### The metal 1 layer, run 1

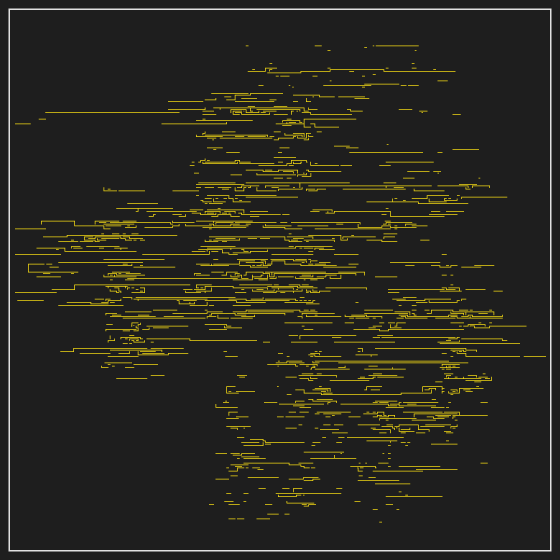
### M3 wires, run 1

Bar = 20 um.
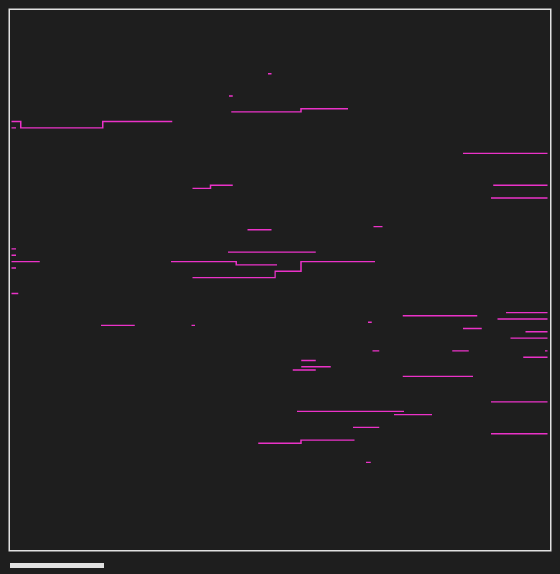
### The clock network, run 1

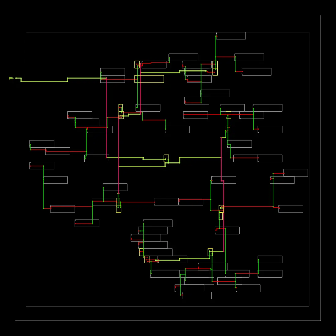
[src/rtl/cspi_master.sv]
// cspi_master -- chain-SPI frame source.
//
// Accepts bytes over a valid/ready handshake and emits one CS-framed burst
// of serial data on CO_CS/CO_CK/CO_DAT for a chain of cspi nodes. CO_CK runs
// at clk/(2*CLK_DIV). Data changes only on CK falling and is sampled by the
// receivers on CK rising.
//
// Build option: define CSPI_MASTER_LSB_FIRST_EN to shift each byte LSB first
// (default is MSB first, matching the cspi receiver).
//
// Parameters:
//   CLK_DIV   CK half-period in clk cycles (2..255)
//   CS_SETUP  CK half-periods from CS falling to the first CK rising edge
//   CS_HOLD   CK half-periods from the last CK falling edge to CS rising
//   GAP       CK half-periods CS stays high before done / idle
//
// Ports:
//   clk, reset_n          clock, asynchronous active-low reset
//   start, frame_bytes    frame request (IDLE only) and its byte count
//   abort                 terminate the current frame
//   tx_data/valid/ready   byte stream input
//   busy, done            frame in progress / end-of-frame pulse
//   bytes_sent            bytes fully shifted in the current/last frame
//   CO_CS, CO_CK, CO_DAT  chain chip-select (active low), clock, data
module cspi_master #(
  parameter int CLK_DIV  = 4,
  parameter int CS_SETUP = 2,
  parameter int CS_HOLD  = 2,
  parameter int GAP      = 4
) (
  input  logic        clk,
  input  logic        reset_n,
  input  logic        start,
  input  logic [11:0] frame_bytes,
  input  logic        abort,
  input  logic [7:0]  tx_data,
  input  logic        tx_valid,
  output logic        tx_ready,
  output logic        busy,
  output logic        done,
  output logic [11:0] bytes_sent,
  output logic        CO_CS,
  output logic        CO_CK,
  output logic        CO_DAT
);

  typedef enum logic [2:0] {
    ST_IDLE,
    ST_SETUP,
    ST_LOAD,
    ST_SHIFT_LO,
    ST_SHIFT_HI,
    ST_HOLD,
    ST_GAP
  } state_t;

  // A zero repeat count still spends one half-period in the phase.
  localparam int SETUP_REPS = (CS_SETUP > 0) ? CS_SETUP : 1;
  localparam int HOLD_REPS  = (CS_HOLD  > 0) ? CS_HOLD  : 1;
  localparam int GAP_REPS   = (GAP      > 0) ? GAP      : 1;

  localparam logic [7:0] HP_LAST    = 8'(CLK_DIV - 1);
  localparam logic [7:0] SETUP_LAST = 8'(SETUP_REPS - 1);
  localparam logic [7:0] HOLD_LAST  = 8'(HOLD_REPS - 1);
  localparam logic [7:0] GAP_LAST   = 8'(GAP_REPS - 1);

  state_t      state;
  logic [7:0]  hp_cnt;
  logic [7:0]  rep_cnt;
  logic [2:0]  bit_cnt;
  logic [7:0]  shift_reg;
  logic [11:0] frame_len;

  logic        hp_done;
  logic        start_ok;
  logic        load_ok;
  logic        shift_adv;
  logic        first_bit;
  logic        next_bit;
  logic [7:0]  shifted;

  assign hp_done = (hp_cnt == HP_LAST);

  // A byte offered together with abort is refused.
  assign tx_ready  = (state == ST_LOAD) && !abort;
  assign start_ok  = (state == ST_IDLE) && start && (frame_bytes != 12'd0);
  assign load_ok   = tx_valid && tx_ready;
  assign shift_adv = (state == ST_SHIFT_HI) && hp_done && (bit_cnt != 3'd7) && !abort;

`ifdef CSPI_MASTER_LSB_FIRST_EN
  assign first_bit = tx_data[0];
  assign next_bit  = shift_reg[1];
  assign shifted   = {1'b0, shift_reg[7:1]};
`else
  assign first_bit = tx_data[7];
  assign next_bit  = shift_reg[6];
  assign shifted   = {shift_reg[6:0], 1'b0};
`endif

  // Data registers carry no reset; they are always written before use.
  always_ff @(posedge clk) begin
    if (start_ok) begin
      frame_len <= frame_bytes;
    end
    if (load_ok) begin
      shift_reg <= tx_data;
    end else if (shift_adv) begin
      shift_reg <= shifted;
    end
  end

  always_ff @(posedge clk or negedge reset_n) begin
    if (!reset_n) begin
      state      <= ST_IDLE;
      hp_cnt     <= 8'd0;
      rep_cnt    <= 8'd0;
      bit_cnt    <= 3'd0;
      CO_CS      <= 1'b1;
      CO_CK      <= 1'b0;
      CO_DAT     <= 1'b0;
      busy       <= 1'b0;
      done       <= 1'b0;
      bytes_sent <= 12'd0;
    end else begin
      done <= 1'b0;
      if ((state != ST_IDLE) && abort) begin
        // Abort: release the chain at once and still run the full GAP.
        CO_CK   <= 1'b0;
        CO_CS   <= 1'b1;
        hp_cnt  <= 8'd0;
        rep_cnt <= 8'd0;
        state   <= ST_GAP;
      end else begin
        case (state)
          ST_IDLE: begin
            if (start_ok) begin
              bytes_sent <= 12'd0;
              CO_CS      <= 1'b0;
              busy       <= 1'b1;
              hp_cnt     <= 8'd0;
              rep_cnt    <= 8'd0;
              state      <= ST_SETUP;
            end
          end

          ST_SETUP: begin
            if (hp_done) begin
              hp_cnt <= 8'd0;
              if (rep_cnt == SETUP_LAST) begin
                state <= ST_LOAD;
              end else begin
                rep_cnt <= rep_cnt + 8'd1;
              end
            end else begin
              hp_cnt <= hp_cnt + 8'd1;
            end
          end

          ST_LOAD: begin
            // Without tx_valid the frame simply stalls here, CK low, CS low.
            if (load_ok) begin
              CO_DAT  <= first_bit;
              bit_cnt <= 3'd0;
              hp_cnt  <= 8'd0;
              state   <= ST_SHIFT_LO;
            end
          end

          ST_SHIFT_LO: begin
            if (hp_done) begin
              hp_cnt <= 8'd0;
              CO_CK  <= 1'b1;
              state  <= ST_SHIFT_HI;
            end else begin
              hp_cnt <= hp_cnt + 8'd1;
            end
          end

          ST_SHIFT_HI: begin
            if (hp_done) begin
              hp_cnt <= 8'd0;
              CO_CK  <= 1'b0;
              if (bit_cnt != 3'd7) begin
                CO_DAT  <= next_bit;
                bit_cnt <= bit_cnt + 3'd1;
                state   <= ST_SHIFT_LO;
              end else begin
                bytes_sent <= bytes_sent + 12'd1;
                if ((bytes_sent + 12'd1) < frame_len) begin
                  state <= ST_LOAD;
                end else begin
                  rep_cnt <= 8'd0;
                  state   <= ST_HOLD;
                end
              end
            end else begin
              hp_cnt <= hp_cnt + 8'd1;
            end
          end

          ST_HOLD: begin
            if (hp_done) begin
              hp_cnt <= 8'd0;
              if (rep_cnt == HOLD_LAST) begin
                rep_cnt <= 8'd0;
                CO_CS   <= 1'b1;
                state   <= ST_GAP;
              end else begin
                rep_cnt <= rep_cnt + 8'd1;
              end
            end else begin
              hp_cnt <= hp_cnt + 8'd1;
            end
          end

          ST_GAP: begin
            if (hp_done) begin
              hp_cnt <= 8'd0;
              if (rep_cnt == GAP_LAST) begin
                rep_cnt <= 8'd0;
                done    <= 1'b1;
                busy    <= 1'b0;
                state   <= ST_IDLE;
              end else begin
                rep_cnt <= rep_cnt + 8'd1;
              end
            end else begin
              hp_cnt <= hp_cnt + 8'd1;
            end
          end

          default: begin
            state <= ST_IDLE;
          end
        endcase
      end
    end
  end

endmodule
[config.mk]
export PLATFORM = sky130hd
export DESIGN_NAME = cspi_master
export DESIGN_NICKNAME = d
export VERILOG_FILES = /design/src/rtl/cspi_master.sv
export SDC_FILE = /design/constraint.sdc
export NUM_CORES = 1
export LEC_CHECK = 0
export ABC_AREA = 0
export CAP_MARGIN = 30
export CORE_MARGIN = 4
export CORE_UTILIZATION = 30
export CTS_BUF_LIST = sky130_fd_sc_hd__clkbuf_2
export DETAILED_ROUTE_END_ITERATION = 6
export SLEW_MARGIN = 40
export SYNTH_ARGS = -nofsm -noshare
export SYNTH_HDL_FRONTEND = slang
export SYNTH_SLANG_ARGS = --single-unit
[constraint.sdc]
create_clock -name clk -period 4.36 [get_ports clk]
set_clock_uncertainty 0.1 [all_clocks]
set_input_delay 0.436 -clock clk [delete_from_list [all_inputs] [get_ports clk]]
set_output_delay 0.436 -clock clk [all_outputs]
set_load 0.1 [all_outputs]
==> qor.yml, run 1 <==
io_buffers: 42
rows: 38
pwr_density_cell_nw_per_um2: 435
place.gp.congestion: 0.796
areaGrowthSynthToFinish_pct: 16.8
area_leaders: "dfrtp_1, edfxtp_1, ha_1"
fin_crit_ns: 3.83
setup_tns_ns: 0
maxCapViolCount: 0
avgRoutedWirePerCell_um: 14.8
final_area_sq_um: 4030
postRouteAntennaNets: 0
core_sq_um: 11000
lay_top_count: "dfrtp_1"
layout-drive-gt1-share: 0.160
drt_first_pass_iters: 4
cts.clk_slew.worst_paths_ns: 0.18
crit_arrival_ns: 4.13
boundaryPins: 43
place_area_sq_um: 3910
totalPowerFinal_w: 0.00175
fp_util: 0.313
clockBufferDepth: 2
ys_cells: 340
clk-insertion-delay-late_ns: 0.53
crit_type: "flop to flop"
cts.htree.levels: 3
grt_use_total: 0.128
synth.largest_area_cell: "dfrtp_1"
drc: 0
synth_seq_share: 0.449
via_per_inst: 5.12
async_flop_share: 0.672
clock-root-buffer: "clkbuf_2"
post_synth_instance_area_sq_um: 3450
finalCritPeriodShare: 0.879
end_kind: "flop"
grt_max_degree: 40
cts_tree: "yes"
peakVddDrop_uv: 264
cts_hold_buffers: 1
reg_top3: "bytes_sent x12, frame_len x12"
hpwl_um: 5740
start_kind: "flop"
ys_seq_elements: 58
tightest_slew_ns: 0.670
maxSlewHeadroom: 0.553
finalNetCount: 430
die-height_um: 115
cts.sinks: 58
yosys-stat-area_sq_um: 3450
num_antenna_cells: 0
die_w_um: 115
antenna_found_initial: 0
log.warning_count: 27
postCtsSetupBuffers: 0
hold_violations: 0
ys.flop_type: "dfrtp_1"
edf_count: 19
rsz0062_at_grt: "no"
hold_ws_ns: 0.297
postSynthCellCount: 340
power_leakage_nw: 1.81
grt_pass1_vias: 2677
avgSynthCellArea_sq_um: 10.1
grt_overflow: 0
finalMaxSlewViolations: 0
fp.dieArea_sq_um: 13300
ys_types: 65
setup_viol: 0
grt_pass1_wl_um: 13200
cts_resized: 0
final_cell_mix: "dfrtp_1, nor2_1, o21ai_0"
worst_hold_path_type: "input port to asynchronous set/reset pin"
fp_nets: 382
status: "completed"
drt_iter0_markers: 178
synth.top_cell.area_share: 0.276
crit_fanout: 8
fmax_mhz: 261
yosysWarnings: 0
cp.required_ns: 4.65
-- 'The metal 1 layer' (at the start) --
nets with wire on the layer: 387
share of all routed wire: 46%
main direction: horizontal
routed vias: 2,727
met1 usage: 0.167

-- 'M3 wires' (at the start) --
nets with wire on the layer: 31
share of all routed wire: 4.9%
wire length on this layer: 387 um
main direction: horizontal
longest straight run: 22.5 um
grt met3 use: 0.0395
final wirelength: 7900 um

-- 'The clock network' (at the start) --
# clk buffers: 11
CTS Buf Count: 9

==> run 1: through the flow <==
stage / instances / setup slack [ns] / utilization
final: 533 / 0.528 / 0.365
after global routing: 533 / 0.232 / 0.365
after CTS: 532 / 0.577 / 0.365
after detailed placement: 515 / 0.669 / 0.355
after global placement: 515 / 0.744 / 0.362
after floorplan: 340 / 0.267 / -
==> run 1: power breakdown <==
part / switching (W) / internal, W / total [W]
registers: 0.000105 / 0.000646 / 0.000751
logic: 0.000448 / 0.000226 / 0.000675
clock network: 0.000198 / 0.000130 / 0.000328
total: 0.000751 / 0.00100 / 0.00175
==> run 1: critical path: stages (launching register included) <==
cell and delay (ns):
dfrtp_1 0.48, ha_1 0.28, nand2_1 0.07, nor2_1 0.20, and3_1 0.27, and3_1 0.19, xnor2_1 0.14, inv_1 0.07
ha_1 0.31, a21oi_1 0.16, nand2_1 0.07, a2111o_1 0.42, a21oi_1 0.33, a31o_4 0.27, mux2_1 0.33
==> run 1: logic make-up after synthesis <==
group                      synth area share
and+or+nand+nor                       0.216
AOI/OAI and AO/OA                     0.163
DFF                                   0.449
buffers and inverters                0.0421
adders and majority gates            0.0616
muxes                                0.0431
xor gates and xnor gates             0.0254
==> run 1: synth_stat cells, types with 2 or more instances <==
cell type,instances
dfrtp_1,38
nor2_1,34
o21ai_0,25
nand2_1,24
inv_1,22
nand3_1,21
edfxtp_1,19
ha_1,17
a21oi_1,14
and3_1,14
mux2_2,7
nor3_1,7
o21ai_1,7
a221o_1,6
xor2_1,6
buf_2,5
a31oi_1,4
mux2_1,4
nor3_2,4
xnor2_1,4
nor4_1,3
o31ai_1,3
a21o_1,2
a22o_1,2
a31o_1,2
and4_1,2
buf_6,2
nand3b_1,2
nand4_1,2
nor2b_1,2
nor4_4,2
==> run 1: cell type report <==
type | count | area, sq um
tap | 140 | 175
inverter | 23 | 86.3
multi-input combinational | 250 | 1760
clock buffer | 11 | 55.1
timing repair buffer | 46 | 363
sequential | 58 | 1550
clock inverter | 5 | 45.0
fill | 1122 | 7000
==> run 1: path summary, 6_finish.rpt <==
kind	start	cells past startpoint	slack, ns	to
max	bytes_sent[0]	14	0.53	rep_cnt[1]
min	reset_n	2	0.30	hp_cnt[1]
max reg2reg	bytes_sent[0]	14	0.53	rep_cnt[1]
min reg2reg	busy	2	0.44	busy
max in group asynchronous	reset_n	2	3.47	rep_cnt[2]
min in group clk	tx_data[7]	3	0.38	CO_DAT
==> run 1: metal layers <==
metal	global-route usage	vias up	routed length [um]
met5	0	-	0
met4	0.0548	0	185
met3	0.0395	16	387
met2	0.197	54	3690
met1	0.167	1309	3640
li1	-	1348	-
==> run 2, diff against run 1 <==
--- a/config.mk
+++ b/config.mk
@@ -11,6 +11,8 @@
 export CORE_UTILIZATION = 30
 export CTS_BUF_LIST = sky130_fd_sc_hd__clkbuf_2
 export DETAILED_ROUTE_END_ITERATION = 6
+export SETUP_SLACK_MARGIN = 0.5
+export SKIP_LAST_GASP = 1
 export SLEW_MARGIN = 40
 export SYNTH_ARGS = -nofsm -noshare
 export SYNTH_HDL_FRONTEND = slang
==> constraint.sdc (replaced) <==
create_clock -name clk -period 3.1 [get_ports clk]
set_clock_uncertainty 0.1 [all_clocks]
set_input_delay 0.31 -clock clk [delete_from_list [all_inputs] [get_ports clk]]
set_output_delay 0.31 -clock clk [all_outputs]
set_load 0.1 [all_outputs]
==> run 2 against run 1 <==
Against the previous run: the run now ends with setup timing left; maximum frequency increased by 23%; final cell count rose by 4.3%; sequential share of layout area fell by 3.1 points; critical path depth unchanged; routed wire length is 5.4% higher; non-clock buffer count increased by 23; sequential power is 38% higher; flip-flop count unchanged; combinational power is 64% higher; core utilization up 4.0 points; power up 53%; synthesized area unchanged; critical endpoint unchanged; largest cell class unchanged; highest routed layer unchanged.
==> qor.yml, run 2 <==
synth_seq_share: 0.449  # unchanged
regArea_sq_um: 1580  # was 1550 sq um
pwr_density_cell_nw_per_um2: 602  # was 435 nW/um^2
drt_iter0_markers: 190  # was 178
layout-drive-gt1-share: 0.281  # was 0.160
grt_pass1_wl_um: 13900  # was 13,200 um
setup_tns_ns: -0.0151  # was 0 ns
cp-startpoint: "bytes_sent[0]"  # unchanged
die-height_um: 115  # unchanged
fp_util: 0.313  # unchanged
boundaryPins: 43  # unchanged
crit_fanout: 8  # unchanged
io_buffers: 42  # unchanged
cts.sinks: 58  # unchanged
edf_count: 19  # unchanged
cts.htree.levels: 3  # unchanged
synth.largest_area_cell: "dfrtp_1"  # unchanged
pre_cts_ws_ns: -0.0369  # was 0.669 ns
numCtsBuffers: 9  # unchanged
layout_setup_ws_ns: -0.0151  # was 0.528 ns
r2r_start: "bytes_sent[0]"  # unchanged
violations: "setup timing"
start_kind: "flop"  # unchanged
num_antenna_cells: 0  # unchanged
grt_pass1_vias: 2799  # was 2,677
status: "complete, but fails checks"  # was completed
antenna_found_initial: 0  # unchanged
fp_nets: 382  # unchanged
fin_crit_ns: 3.12  # was 3.83 ns
grt_use_total: 0.131  # was 0.128
final-comb-area_sq_um: 1910  # was 1760 sq um
crit_type: "flop to flop"  # unchanged
ys_cells: 340  # unchanged
totalPowerFinal_w: 0.00269  # was 0.00175 W
tightest_slew_ns: 0.581  # was 0.670 ns
hold_violations: 0  # unchanged
fill_cells: 1066  # was 1,122
die_w_um: 115  # unchanged
drt_first_pass_iters: 4  # unchanged
ys_seq_elements: 58  # unchanged
num_vias: 2815  # was 2,727
top_cell: "dfrtp_1"  # unchanged
postRouteAntennaNets: 0  # unchanged
avgRoutedWirePerCell_um: 15.0  # was 14.8 um
cts.clk_slew.worst_paths_ns: 0.16  # was 0.18 ns
ys_types: 65  # unchanged
lay_top_count: "buf_4"  # was dfrtp_1
area_leaders: "dfrtp_1, edfxtp_1, ha_1"  # unchanged
synth.top_cell.area_share: 0.276  # unchanged
cts_tree: "yes"  # unchanged
cp.required_ns: 3.39  # was 4.65 ns
setup_viol: 1  # was 0
post_synth_instance_area_sq_um: 3450  # unchanged
grt_max_degree: 40  # unchanged
final_cell_mix: "buf_4, nor2_1, dfrtp_1"  # was dfrtp_1, nor2_1, o21ai_0
power_leakage_nw: 1.97  # was 1.81 nW
routed_wl_um: 8330  # was 7900 um
hold_ws_ns: 0.207  # was 0.297 ns
grt_overflow: 0  # unchanged
maxSlewHeadroom: 0.610  # was 0.553
yosysWarnings: 0  # unchanged
rsz0062_at_grt: "yes"  # was no
yosys-stat-area_sq_um: 3450  # unchanged
clk-insertion-delay-late_ns: 0.50  # was 0.53 ns
worst_hold_path_type: "input port to asynchronous set/reset pin"  # unchanged
fp.dieArea_sq_um: 13300  # unchanged
postSynthCellCount: 340  # unchanged
common_cells: "dfrtp_1, nor2_1, o21ai_0"  # unchanged
clockBufferDepth: 2  # unchanged
areaGrowthSynthToFinish_pct: 29.5  # was 16.8%
log.warning_count: 30  # was 27
fmax_mhz: 321  # was 261 MHz
clock-root-buffer: "clkbuf_2"  # unchanged
place.gp.congestion: 0.833  # was 0.796
end_kind: "flop"  # unchanged
ys.flop_type: "dfrtp_1"  # unchanged
hpwl_um: 5930  # was 5740 um
via_per_inst: 5.06  # was 5.12
avgSynthCellArea_sq_um: 10.1  # unchanged
drc: 0  # unchanged
reg_top3: "bytes_sent x12, frame_len x12"  # unchanged
peakVddDrop_uv: 566  # was 264 uV
finalNetCount: 453  # was 430
finalMaxSlewViolations: 0  # unchanged
crit_arrival_ns: 3.41  # was 4.13 ns
finalCritPeriodShare: 1.00  # was 0.879
async_flop_share: 0.672  # unchanged
maxCapViolCount: 0  # unchanged
==> run 2: cell counts after synthesis <==
No cell type changed its count.
==> run 2: metal layers <==
layer  vias to the layer above  track usage  routed length (um)
li1                       1394            -                   -
met1                      1348        0.178                3890
met2                        57        0.206                3940
met3                        16       0.0268                 354
met4                         0       0.0516                 156
met5                         -            0                   0
==> run 2: through the flow <==
step                      std cells  instance area (sq um)
after floorplan                 340                   3590
after global placement          535                   4250
after detailed placement        535                   4250
after CTS                       554                   4430
after global routing            556                   4470
final                           556                   4470
==> run 2: logic make-up (layout without fill, tap and decap cells) <==
logic type	Yosys count	count (layout)	share of synthesized area
buffers and inverters	32	108	0.0421
XOR/XNOR	10	10	0.0254
adder cells (fa/ha/maj)	17	17	0.0616
flip-flops	58	58	0.449
multiplexers	13	13	0.0431
AND-OR/OR-AND	80	80	0.163
AND/OR/NAND/NOR	130	130	0.216
==> run 2: cell type report <==
type | instances | area share
inverter | 23 | 0.0193
timing repair buffer | 69 | 0.133
clock inverter | 7 | 0.0188
multi-input combinational | 250 | 0.427
tap | 140 | 0.0392
sequential | 58 | 0.353
clock buffer | 9 | 0.0101
==> run 2: power breakdown <==
| part | internal (W) | total [W] | leakage [nW] | switching (W) |
|---|---|---|---|---|
| sequential | 0.000911 | 0.00104 | 0.680 | 0.000124 |
| clock | 0.000258 | 0.000548 | 0.0744 | 0.000291 |
| combinational | 0.000407 | 0.00111 | 1.22 | 0.000699 |
| total | 0.00158 | 0.00269 | 1.97 | 0.00111 |
==> run 2: worst paths after layout <==
| path | end | slack, ns | cells after the start |
|---|---|---|---|
| setup / recovery | rep_cnt[1] | -0.02 | 14 |
| max in group asynchronous | bytes_sent[1] | 2.29 | 2 |
| hold reg to reg | bit_cnt[1] | 0.44 | 2 |
| setup reg to reg | rep_cnt[1] | -0.02 | 14 |
| hold / removal | bytes_sent[9] | 0.21 | 2 |
| min in group clk | CO_DAT | 0.29 | 3 |
==> run 2: critical path: stages, from the launching register on <==
cell and delay (ns):
dfrtp_4 0.53, ha_4 0.18, nand2_4 0.06, nor2_4 0.03, and3_4 0.16, and3_4 0.19
xnor2_4 0.17, inv_2 0.06, ha_4 0.25, a21oi_2 0.12, nand2_1 0.06, a2111o_1 0.39
a21oi_2 0.17, a31o_4 0.24, mux2_4 0.31
==> run 2: timing repair <==
action	in CTS	in global routing
endpoints found under the setup margin	11	11
gates resized	5	4
hold buffers	1	0
endpoints found under the hold margin	38	0
setup buffers	2	2
pin swaps	8	13
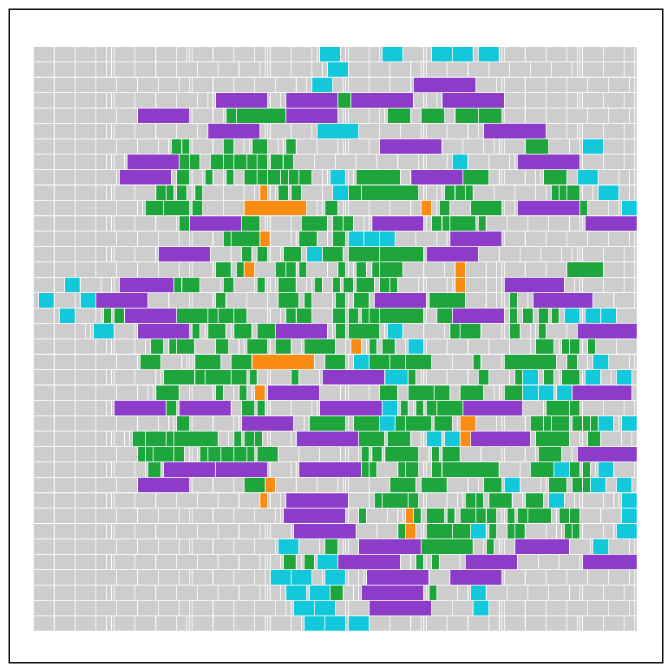
*Placed cells, one colour a class, run 2*
Fill, decap, tap and diode cells in grey.
legend:
  remaining buffers and delay cells:
    colour: cyan
    cells: 69
  registers:
    colour: purple
    cells: 58
  remaining logic cells:
    colour: green
    cells: 273
  clock drivers and dummy loads:
    colour: orange
    cells: 16
Final Instance Area: 4470 sq um
core area: 11,000 sq um
fraction of area in registers: 0.353
Core Rows: 38
Final Core Density: 0.405

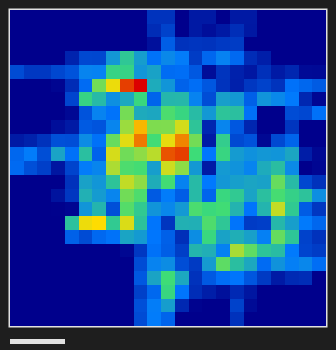
*Signal metal coverage by tile, run 2*
Bar = 20 um. 23 x 23 tiles, from dark blue (low) to red (high), scaled to the fullest tile. Values are wire area over tile area, all layers added.
tiles over half the peak: 9.5%
emptiest ninth of the die: south-west
densest ninth of the die: centre
mean over tiles: 0.098
nearly empty tiles: 35%

==> run 3, diff against run 2 <==
--- a/config.mk
+++ b/config.mk
@@ -7,13 +7,16 @@
 export LEC_CHECK = 0
 export ABC_AREA = 0
 export CAP_MARGIN = 30
+export CELL_PAD_IN_SITES_DETAIL_PLACEMENT = 0
+export CELL_PAD_IN_SITES_GLOBAL_PLACEMENT = 1
 export CORE_MARGIN = 4
 export CORE_UTILIZATION = 30
 export CTS_BUF_LIST = sky130_fd_sc_hd__clkbuf_2
 export DETAILED_ROUTE_END_ITERATION = 6
+export PLACE_DENSITY_LB_ADDON = 0.1
 export SETUP_SLACK_MARGIN = 0.5
 export SKIP_LAST_GASP = 1
-export SLEW_MARGIN = 40
+export SLEW_MARGIN = 0
 export SYNTH_ARGS = -nofsm -noshare
 export SYNTH_HDL_FRONTEND = slang
 export SYNTH_SLANG_ARGS = --single-unit
==> run 3 against run 2 <==
Against the previous run: the run still ends with setup timing left; sequential share of layout area shrank 0.24 points; global-route usage rose by 1.1 points; power shrank 3.6%; largest power group unchanged.
==> qor.yml, run 3 <==
status: "complete, but fails checks"  # unchanged
violations: "setup timing"  # unchanged
layout_setup_ws_ns: -0.0268  # was -0.0151 ns
async_flop_share: 0.672  # unchanged
ys_seq_elements: 58  # unchanged
grt_max_degree: 35  # was 40
top_cell: "dfrtp_1"  # unchanged
num_antenna_cells: 0  # unchanged
start_kind: "flop"  # unchanged
fmax_mhz: 320  # was 321 MHz
common_cells: "dfrtp_1, nor2_1, o21ai_0"  # unchanged
grt_pass1_wl_um: 14500  # was 13,900 um
cts.htree.levels: 3  # unchanged
routed_wl_um: 8860  # was 8330 um
drt_iter0_markers: 176  # was 190
numCtsBuffers: 9  # unchanged
yosys-stat-area_sq_um: 3450  # unchanged
finalNetCount: 460  # was 453
areaGrowthSynthToFinish_pct: 30.5  # was 29.5%
die_w_um: 115  # unchanged
antenna_found_initial: 0  # unchanged
setup_viol: 1  # unchanged
finalCritPeriodShare: 1.01  # was 1.00
reg_top3: "bytes_sent x12, frame_len x12"  # unchanged
final_cell_mix: "buf_4, nor2_1, dfrtp_1"  # unchanged
core_sq_um: 11000  # unchanged
hold_ws_ns: 0.169  # was 0.207 ns
grt_overflow: 0  # unchanged
fp_nets: 382  # unchanged
maxCapViolCount: 0  # unchanged
die-height_um: 115  # unchanged
rsz0062_at_grt: "yes"  # unchanged
crit_arrival_ns: 3.44  # was 3.41 ns
clock-root-buffer: "clkbuf_2"  # unchanged
ys_types: 65  # unchanged
synth.top_cell.area_share: 0.276  # unchanged
edf_count: 19  # unchanged
drt_first_pass_iters: 4  # unchanged
num_vias: 2824  # was 2,815
cts_tree: "yes"  # unchanged
io_buffers: 42  # unchanged
synth.largest_area_cell: "dfrtp_1"  # unchanged
boundaryPins: 43  # unchanged
lay_top_count: "buf_4"  # unchanged
post_synth_instance_area_sq_um: 3450  # unchanged
via_per_inst: 5.02  # was 5.06
grt_use_total: 0.142  # was 0.131
clockBufferDepth: 2  # unchanged
avgSynthCellArea_sq_um: 10.1  # unchanged
crit_fanout: 8  # unchanged
cts.clk_slew.worst_paths_ns: 0.18  # was 0.16 ns
maxSlewHeadroom: 0.600  # was 0.610
fp.dieArea_sq_um: 13300  # unchanged
drc: 0  # unchanged
pwr_density_cell_nw_per_um2: 576  # was 602 nW/um^2
cp.required_ns: 3.42  # was 3.39 ns
ys.flop_type: "dfrtp_1"  # unchanged
totalPowerFinal_w: 0.00259  # was 0.00269 W
hold_violations: 0  # unchanged
ys_cells: 340  # unchanged
postRouteAntennaNets: 0  # unchanged
layout-drive-gt1-share: 0.291  # was 0.281
rows: 38  # unchanged
synth_seq_share: 0.449  # unchanged
crit_type: "flop to flop"  # unchanged
peakVddDrop_uv: 493  # was 566 uV
end_kind: "flop"  # unchanged
worst_hold_path_type: "input port to asynchronous set/reset pin"  # unchanged
yosysWarnings: 0  # unchanged
hpwl_um: 6430  # was 5930 um
power_leakage_nw: 2.00  # was 1.97 nW
finalMaxSlewViolations: 0  # unchanged
postSynthCellCount: 340  # unchanged
post-route-util: 0.408  # was 0.405
fp_util: 0.313  # unchanged
place.gp.congestion: 0.745  # was 0.833
fin_crit_ns: 3.13  # was 3.12 ns
area_leaders: "dfrtp_1, edfxtp_1, ha_1"  # unchanged
log.warning_count: 30  # unchanged
grt_pass1_vias: 2755  # was 2,799
avgRoutedWirePerCell_um: 15.7  # was 15.0 um
tightest_slew_ns: 0.596  # was 0.581 ns
-- run 3: what timing repair did --
item,CTS,global route
endpoints found under the hold margin,39,0
hold buffers,2,0
buffers inserted,3,5
gates resized,6,2
setup endpoints to repair,11,12
pin swaps,14,10
-- run 3: where the power goes --
| part | internal [W] | total (W) | switching (W) |
|---|---|---|---|
| clock | 0.000176 | 0.000472 | 0.000296 |
| sequential | 0.000913 | 0.00104 | 0.000131 |
| combinational | 0.000394 | 0.00108 | 0.000684 |
| total | 0.00148 | 0.00259 | 0.00111 |
-- run 3: per-layer routing --
metal / share of wire / vias up / track usage
met3: 0.041 / 8 / 0.0432
met5: 0 / - / 0
met2: 0.48 / 43 / 0.221
met4: 0.010 / 0 / 0.0446
met1: 0.47 / 1359 / 0.190
li1: - / 1414 / -
-- run 3: worst paths after layout --
check | start | to | slack [ns] | cells after the start
worst min-delay path | reset_n | bytes_sent[5] | 0.17 | 3
worst min register to register | hp_cnt[0] | hp_cnt[0] | 0.44 | 1
worst max register to register | bytes_sent[0] | rep_cnt[1] | -0.03 | 14
worst max-delay path | bytes_sent[0] | rep_cnt[1] | -0.03 | 14
max in group asynchronous | reset_n | bytes_sent[6] | 2.04 | 3
min in group clk | tx_data[7] | CO_DAT | 0.25 | 3
-- run 3: cell families after synthesis --
| group | count (synthesis) | share of synthesized area |
|---|---|---|
| DFF | 58 | 0.449 |
| xor gates and xnor gates | 10 | 0.0254 |
| buffers and inverters | 32 | 0.0421 |
| and+or+nand+nor | 130 | 0.216 |
| AOI/OAI and AO/OA | 80 | 0.163 |
| muxes | 13 | 0.0431 |
| adders and majority gates | 17 | 0.0616 |
-- run 3: final cells by class --
cell class	count	area, sq um
Clock inverter	7	60.1
Clock buffer	9	45.0
Timing Repair Buffer	76	659
Fill cell	1130	6530
Sequential cell	58	1580
Tap cell	140	175
Inverter	23	86.3
Multi-Input combinational cell	250	1900
-- run 3: stage by stage --
stage | instance area (sq um) | std cells | TNS (ns) | setup slack (ns)
floorplan | 3590 | 340 | -1.30 | -0.214
global placement | 4260 | 536 | -0.00242 | -0.00242
detailed placement | 4280 | 537 | -0.0271 | -0.0162
CTS | 4450 | 558 | -0.0580 | -0.0580
global route | 4500 | 563 | -1.09 | -0.165
finish | 4500 | 563 | -0.0268 | -0.0268
-- run 3: critical path: stages, from the launching register on --
cell	delay, ns
dfrtp_4	0.54
ha_4	0.18
nand2_4	0.06
nor2_4	0.03
and3_4	0.16
and3_4	0.19
xnor2_4	0.14
inv_2	0.06
ha_4	0.22
nand4_1	0.13
nor2_1	0.06
a2111o_1	0.42
a21oi_2	0.18
a31o_4	0.25
mux2_4	0.31
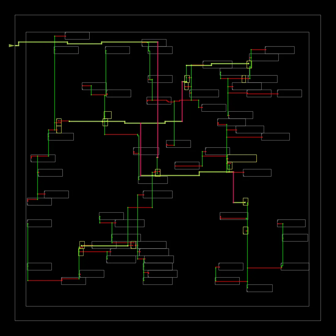
*The clock network, run 3*
flop count: 58
clk latency late pin: 0.52 ns
clock sink count: 58
Clk power: 0.000472 W

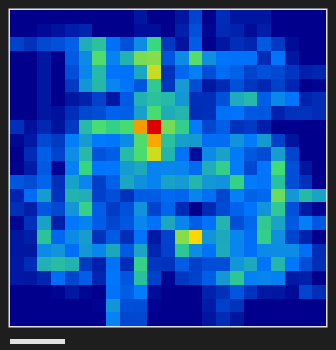
*Signal metal coverage by tile, run 3*
Bar = 20 um. 23 x 23 tiles, from dark blue (low) to red (high), scaled to the fullest tile. Values are wire area over tile area, all layers added.
densest ninth of the die: centre
mean over tiles: 0.10
nearly empty tiles: 21%
fullest tile: 0.58
tiles over half the peak: 3.6%

Power is estimated from default activity; no workload was simulated.
